==> config.mk <==
export PLATFORM = sky130hd
export DESIGN_NAME = probe_conditioner
export DESIGN_NICKNAME = d
export VERILOG_FILES = /design/src/rtl/probe_conditioner.sv
export SDC_FILE = /design/constraint.sdc
export NUM_CORES = 1
export LEC_CHECK = 0
export CAP_MARGIN = 20
export CORE_MARGIN = 10
export CORE_UTILIZATION = 45
export DETAILED_ROUTE_END_ITERATION = 6
export GPL_TIMING_DRIVEN = 1
export PLACE_DENSITY = 0.65
export SKIP_LAST_GASP = 1
export SYNTH_ARGS = -nofsm -noshare
export SYNTH_HDL_FRONTEND = slang
export SYNTH_SLANG_ARGS = --single-unit
==> constraint.sdc <==
create_clock -name i_clk -period 7.2 [get_ports i_clk]
set_clock_uncertainty 0.1 [all_clocks]
set_input_delay 1.44 -clock i_clk [delete_from_list [all_inputs] [get_ports i_clk]]
set_output_delay 1.44 -clock i_clk [all_outputs]
set_load 0.01 [all_outputs]
==> src/rtl/probe_conditioner.sv <==
// probe_conditioner: turns raw asynchronous probe lines into clean, single-domain
// probe pulses (synchronize, debounce, edge/level select, stretch) for bpCorrelator.
module probe_conditioner #(
  parameter int N_PROBE     = 4,
  parameter int SYNC_STAGES = 2,
  parameter int DEBOUNCE_W  = 4,
  parameter int STRETCH_W   = 4
) (
  input  logic                  i_clk,
  input  logic                  i_rst,
  input  logic                  i_cg,
  input  logic [N_PROBE-1:0]    i_probeRaw,
  input  logic [2*N_PROBE-1:0]  i_cfgMode,
  input  logic [DEBOUNCE_W-1:0] i_cfgDebounce,
  input  logic [STRETCH_W-1:0]  i_cfgStretch,
  input  logic                  i_glitchClr,
  output logic [N_PROBE-1:0]    o_probe,
  output logic [N_PROBE-1:0]    o_glitch
);

  localparam logic [1:0] MODE_LEVEL = 2'b00;
  localparam logic [1:0] MODE_RISE  = 2'b01;
  localparam logic [1:0] MODE_FALL  = 2'b10;
  localparam logic [1:0] MODE_BOTH  = 2'b11;

  logic [N_PROBE-1:0][SYNC_STAGES-1:0] sync_q, sync_d;
  logic [N_PROBE-1:0]                  sync_out;
  logic [N_PROBE-1:0]                  deb_q, deb_d;
  logic [N_PROBE-1:0][DEBOUNCE_W-1:0]  deb_cnt_q, deb_cnt_d;
  logic [N_PROBE-1:0]                  update_s;
  logic [N_PROBE-1:0]                  glitch_set_s;
  logic [N_PROBE-1:0]                  event_s;
  logic [N_PROBE-1:0][STRETCH_W-1:0]   stretch_cnt_q, stretch_cnt_d;
  logic [N_PROBE-1:0]                  probe_q, probe_d;
  logic [N_PROBE-1:0]                  glitch_q, glitch_d;

  function automatic logic edge_event(input logic [1:0] mode, input logic upd,
                                      input logic new_level);
    case (mode)
      MODE_RISE: edge_event = upd & new_level;
      MODE_FALL: edge_event = upd & ~new_level;
      MODE_BOTH: edge_event = upd;
      default:   edge_event = 1'b0;
    endcase
  endfunction

  // Synchronizer shifts every cycle, independent of the clock gate.
  always_comb begin
    sync_d   = sync_q;
    sync_out = '0;
    for (int p = 0; p < N_PROBE; p++) begin
      sync_d[p]   = {sync_q[p][SYNC_STAGES-2:0], i_probeRaw[p]};
      sync_out[p] = sync_q[p][SYNC_STAGES-1];
    end
  end

  always_comb begin
    deb_d        = deb_q;
    deb_cnt_d    = deb_cnt_q;
    update_s     = '0;
    glitch_set_s = '0;
    for (int p = 0; p < N_PROBE; p++) begin
      if (!i_cg) begin
        deb_d[p]     = deb_q[p];
        deb_cnt_d[p] = deb_cnt_q[p];
      end else if (sync_out[p] == deb_q[p]) begin
        deb_cnt_d[p]    = '0;
        glitch_set_s[p] = (deb_cnt_q[p] != '0);
      end else if (deb_cnt_q[p] >= i_cfgDebounce) begin
        // >= so that lowering D below a running count updates on the next differing cycle
        deb_d[p]     = sync_out[p];
        deb_cnt_d[p] = '0;
        update_s[p]  = 1'b1;
      end else begin
        deb_cnt_d[p] = deb_cnt_q[p] + DEBOUNCE_W'(1);
      end
    end
  end

  always_comb begin
    event_s       = '0;
    probe_d       = probe_q;
    stretch_cnt_d = stretch_cnt_q;
    for (int p = 0; p < N_PROBE; p++) begin
      event_s[p] = edge_event(i_cfgMode[2*p +: 2], update_s[p], deb_d[p]);
      if (!i_cg) begin
        probe_d[p]       = probe_q[p];
        stretch_cnt_d[p] = stretch_cnt_q[p];
      end else if (i_cfgMode[2*p +: 2] == MODE_LEVEL) begin
        probe_d[p]       = deb_d[p];
        stretch_cnt_d[p] = '0;
      end else if (event_s[p]) begin
        probe_d[p]       = 1'b1;
        stretch_cnt_d[p] = i_cfgStretch;
      end else if (stretch_cnt_q[p] != '0) begin
        probe_d[p]       = 1'b1;
        stretch_cnt_d[p] = stretch_cnt_q[p] - STRETCH_W'(1);
      end else begin
        probe_d[p]       = 1'b0;
        stretch_cnt_d[p] = '0;
      end
    end
  end

  // Sticky glitch flag: a new rejection beats a simultaneous clear.
  always_comb begin
    glitch_d = glitch_q;
    for (int p = 0; p < N_PROBE; p++) begin
      if (glitch_set_s[p]) begin
        glitch_d[p] = 1'b1;
      end else if (i_glitchClr) begin
        glitch_d[p] = 1'b0;
      end else begin
        glitch_d[p] = glitch_q[p];
      end
    end
  end

  always_ff @(posedge i_clk) begin
    if (!i_rst) begin
      sync_q        <= '0;
      deb_q         <= '0;
      deb_cnt_q     <= '0;
      stretch_cnt_q <= '0;
      probe_q       <= '0;
      glitch_q      <= '0;
    end else begin
      sync_q        <= sync_d;
      deb_q         <= deb_d;
      deb_cnt_q     <= deb_cnt_d;
      stretch_cnt_q <= stretch_cnt_d;
      probe_q       <= probe_d;
      glitch_q      <= glitch_d;
    end
  end

  assign o_probe  = probe_q;
  assign o_glitch = glitch_q;

endmodule

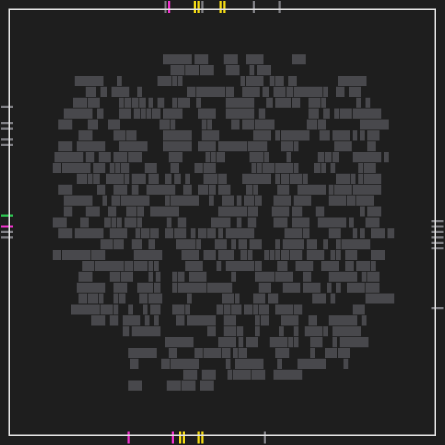
**Above:** pin placement.
(4 px per um) Pins as bars across the die edge, other pins in grey.
Green marks i_rst, pins 1, direction input, edge left. Yellow marks i_cfgMode, pins 8, direction input, edge 4 top, 4 bottom. Magenta marks i_probeRaw, pins 4, direction input, edge 2 bottom, 1 top, 1 left.
All pins by edge: 9 top, 9 left, 7 right, 7 bottom.
die extent in y: 106 um
die width: 106 um
count of buffers inserted at the top-level ports: 31

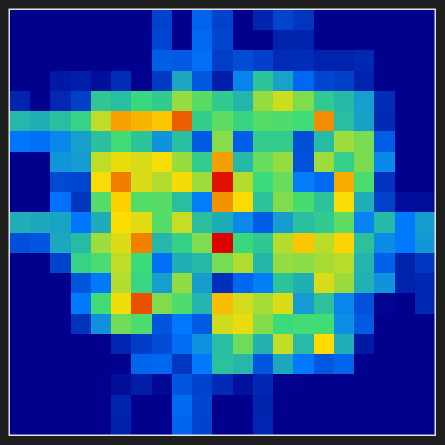
**Above:** signal metal coverage by tile.
(4 px per um) The die is cut into 21 by 21 equal tiles; dark blue is low, red is high, scaled to the fullest tile. Values are wire area over tile area, all layers added.
The mean over all tiles is 0.098. 21% of the tiles are over half the peak. 33% of the tiles are nearly empty. The fullest tile reaches 0.38. The densest ninth of the die: centre.

==> ds_physical_params.txt <==
Physical design parameters

Parameter                              Value

Outcome
  Outcome .................. finished, final reports clean

Clocking
  Library cell used as clock root buffer .................. clkbuf_8
  CTS tree .................. yes
  Cts bufs inserted .................. 5
  Clock Sinks .................. ~52

Global routing
  Maximum number of pins on one net before global-route repair .................. between 40 and 50
  Overflow left after global routing .................. 0
  Wire length of the first global-routing pass .................. around 12 mm
  Number of global-route vias before repair .................. 2767

Power
  Power of the clock network .................. 174 uW
  Max rail drop VDD .................. roughly 0.067 mV
  Cell-internal power .................. 414 uW

Route
  Number of vias after detailed routing .................. 2731
  Detailed-route wire length per cell .................. roughly 14 um
  Initial detailed-routing violation count .................. about 80
  DR DRC count .................. 0

Synth
  Post-synth area from yosys stat .................. ~3300 um2
  Cell count after synthesis .................. slightly below 400
  Synthesized cell area .................. 3340 um2
  Synth cell types .................. 54
  Cell type with the largest total area .................. dfxtp_1
  Mean instance size in the synthesized netlist .................. 8.43 um2
  Synthesis Warnings .................. 0
  Area share of the largest cell type after synthesis .................. between 30 and 40%
  Portion of the post-synthesis area used by sequential elements .................. between 30% and 40%

Die
  Top-level I/O count .................. 32

Setup path
  Crit path DAT .................. roughly 4.3 ns
  Maximum fanout encountered on the critical timing path .................. 6
  Register-to-register path setup slack .................. ~4.3 ns
  Startpoint of the lowest-slack register-to-register path .................. deb_cnt_q[8]$_SDFFE_PN0P_
  Setup crit end .................. o_probe[2]$_SDFFE_PN0P_
  Start-to-end type of the worst setup path .................. input pin to flop

Placement
  Post-DP HPWL .................. about 5.5 mm
  Cell area reported after detailed placement .................. 3730 um2

Timing
  Minimum period implied by the final worst setup slack .................. approximately 4.1 ns
  RSZ-0062 raised after global routing .................. false
  Setup TNS after final layout .................. 0 ns
  WHS .................. roughly 0.34 ns

Layout
  Top logic cells by instance count in the layout .................. dfxtp_1 (52), nand2_1 (45), ha_1 (40), nor2_1 (35), inv_1 (34)
  Tally of filler cells in the layout .................. between 700 and 800
  Final Util .................. 52.6%
  Number of nets in the finished design .................. around 500
area by class of cell:
class | instances | share of cell area, %
Clock buffer | 6 | 2.16
Clock inverter | 2 | 0.262
Inverter | 35 | 3.51
Multi-Input combinational cell | 298 | 55.4
Sequential cell | 52 | 27.3
Tap cell | 99 | 3.24
Timing Repair Buffer | 32 | 8.19
worst min path at each step:
stage	start	to	slack (ns)	depth (start not counted)
4_1_cts	sync_d[1]$_SDFF_PN0_	sync_out[0]$_SDFF_PN0_	0.34	1
2_1_floorplan	sync_d[7]$_SDFF_PN0_	sync_out[3]$_SDFF_PN0_	0.31	1
6_report	sync_d[7]$_SDFF_PN0_	sync_out[3]$_SDFF_PN0_	0.34	1
3_5_place_dp	sync_d[7]$_SDFF_PN0_	sync_out[3]$_SDFF_PN0_	0.32	1
5_1_grt	sync_d[1]$_SDFF_PN0_	sync_out[0]$_SDFF_PN0_	0.37	1
3_3_place_gp	sync_d[7]$_SDFF_PN0_	sync_out[3]$_SDFF_PN0_	0.31	1
cells by family after synthesis:
logic type | count (synthesis) | synth area share (%)
and+or+nand+nor | 156 | 23.1
buffers and inverters | 46 | 5.51
adders and majority gates | 40 | 15.0
muxes | 14 | 4.23
DFF | 52 | 31.2
AOI/OAI and AO/OA | 68 | 15.8
xor gates and xnor gates | 20 | 5.25
layer usage:
| metal | vias up | global-route usage, % | routed length [um] |
|---|---|---|---|
| li1 | 1423 | - | - |
| met1 | 1275 | 16.1 | 3550 |
| met2 | 27 | 22.4 | 3360 |
| met3 | 6 | 2.84 | 225 |
| met4 | 0 | 3.09 | 64 |
| met5 | - | 0 | 0 |
flip-flops by register name (all words and copies together), names as in the netlist:
| signal | count |
|---|---|
| deb_cnt_q | 16 |
| deb_q | 4 |
| o_probe | 4 |
| sync_d | 4 |
| sync_out | 4 |
| o_glitch | 4 |
| stretch_cnt_q | 16 |
worst max-delay path, stage by stage:
cell,delay (ns)
clkdlybuf4s50_1,0.59
ha_1,0.27
or3b_1,0.42
a21o_1,0.20
a311oi_1,0.39
mux2i_1,0.26
nand2_2,0.13
or3_1,0.36
a32o_1,0.20
cell usage after synthesis (2+ instances only):
| cell type | count |
|---|---|
| a211o_1 | 2 |
| a211oi_1 | 2 |
| a21o_1 | 5 |
| a21oi_1 | 5 |
| a22o_1 | 6 |
| a31o_2 | 2 |
| a31oi_1 | 3 |
| a32oi_1 | 4 |
| and2_1 | 11 |
| clkbuf_1 | 8 |
| dfxtp_1 | 52 |
| ha_1 | 40 |
| inv_1 | 34 |
| mux2i_1 | 13 |
| nand2_1 | 45 |
| nand2b_1 | 5 |
| nand3_1 | 6 |
| nand3b_1 | 2 |
| nand4_1 | 5 |
| nor2_1 | 35 |
| nor2b_1 | 21 |
| nor3_1 | 16 |
| nor4b_1 | 2 |
| o2111ai_1 | 2 |
| o211ai_1 | 2 |
| o21a_1 | 9 |
| o21ai_0 | 7 |
| o22ai_1 | 3 |
| o2bb2ai_1 | 2 |
| o311a_1 | 2 |
| o311ai_0 | 2 |
| or3_1 | 3 |
| xnor2_1 | 12 |
| xor2_1 | 8 |
No activity file was given, so power comes from the tool's default toggle rates.
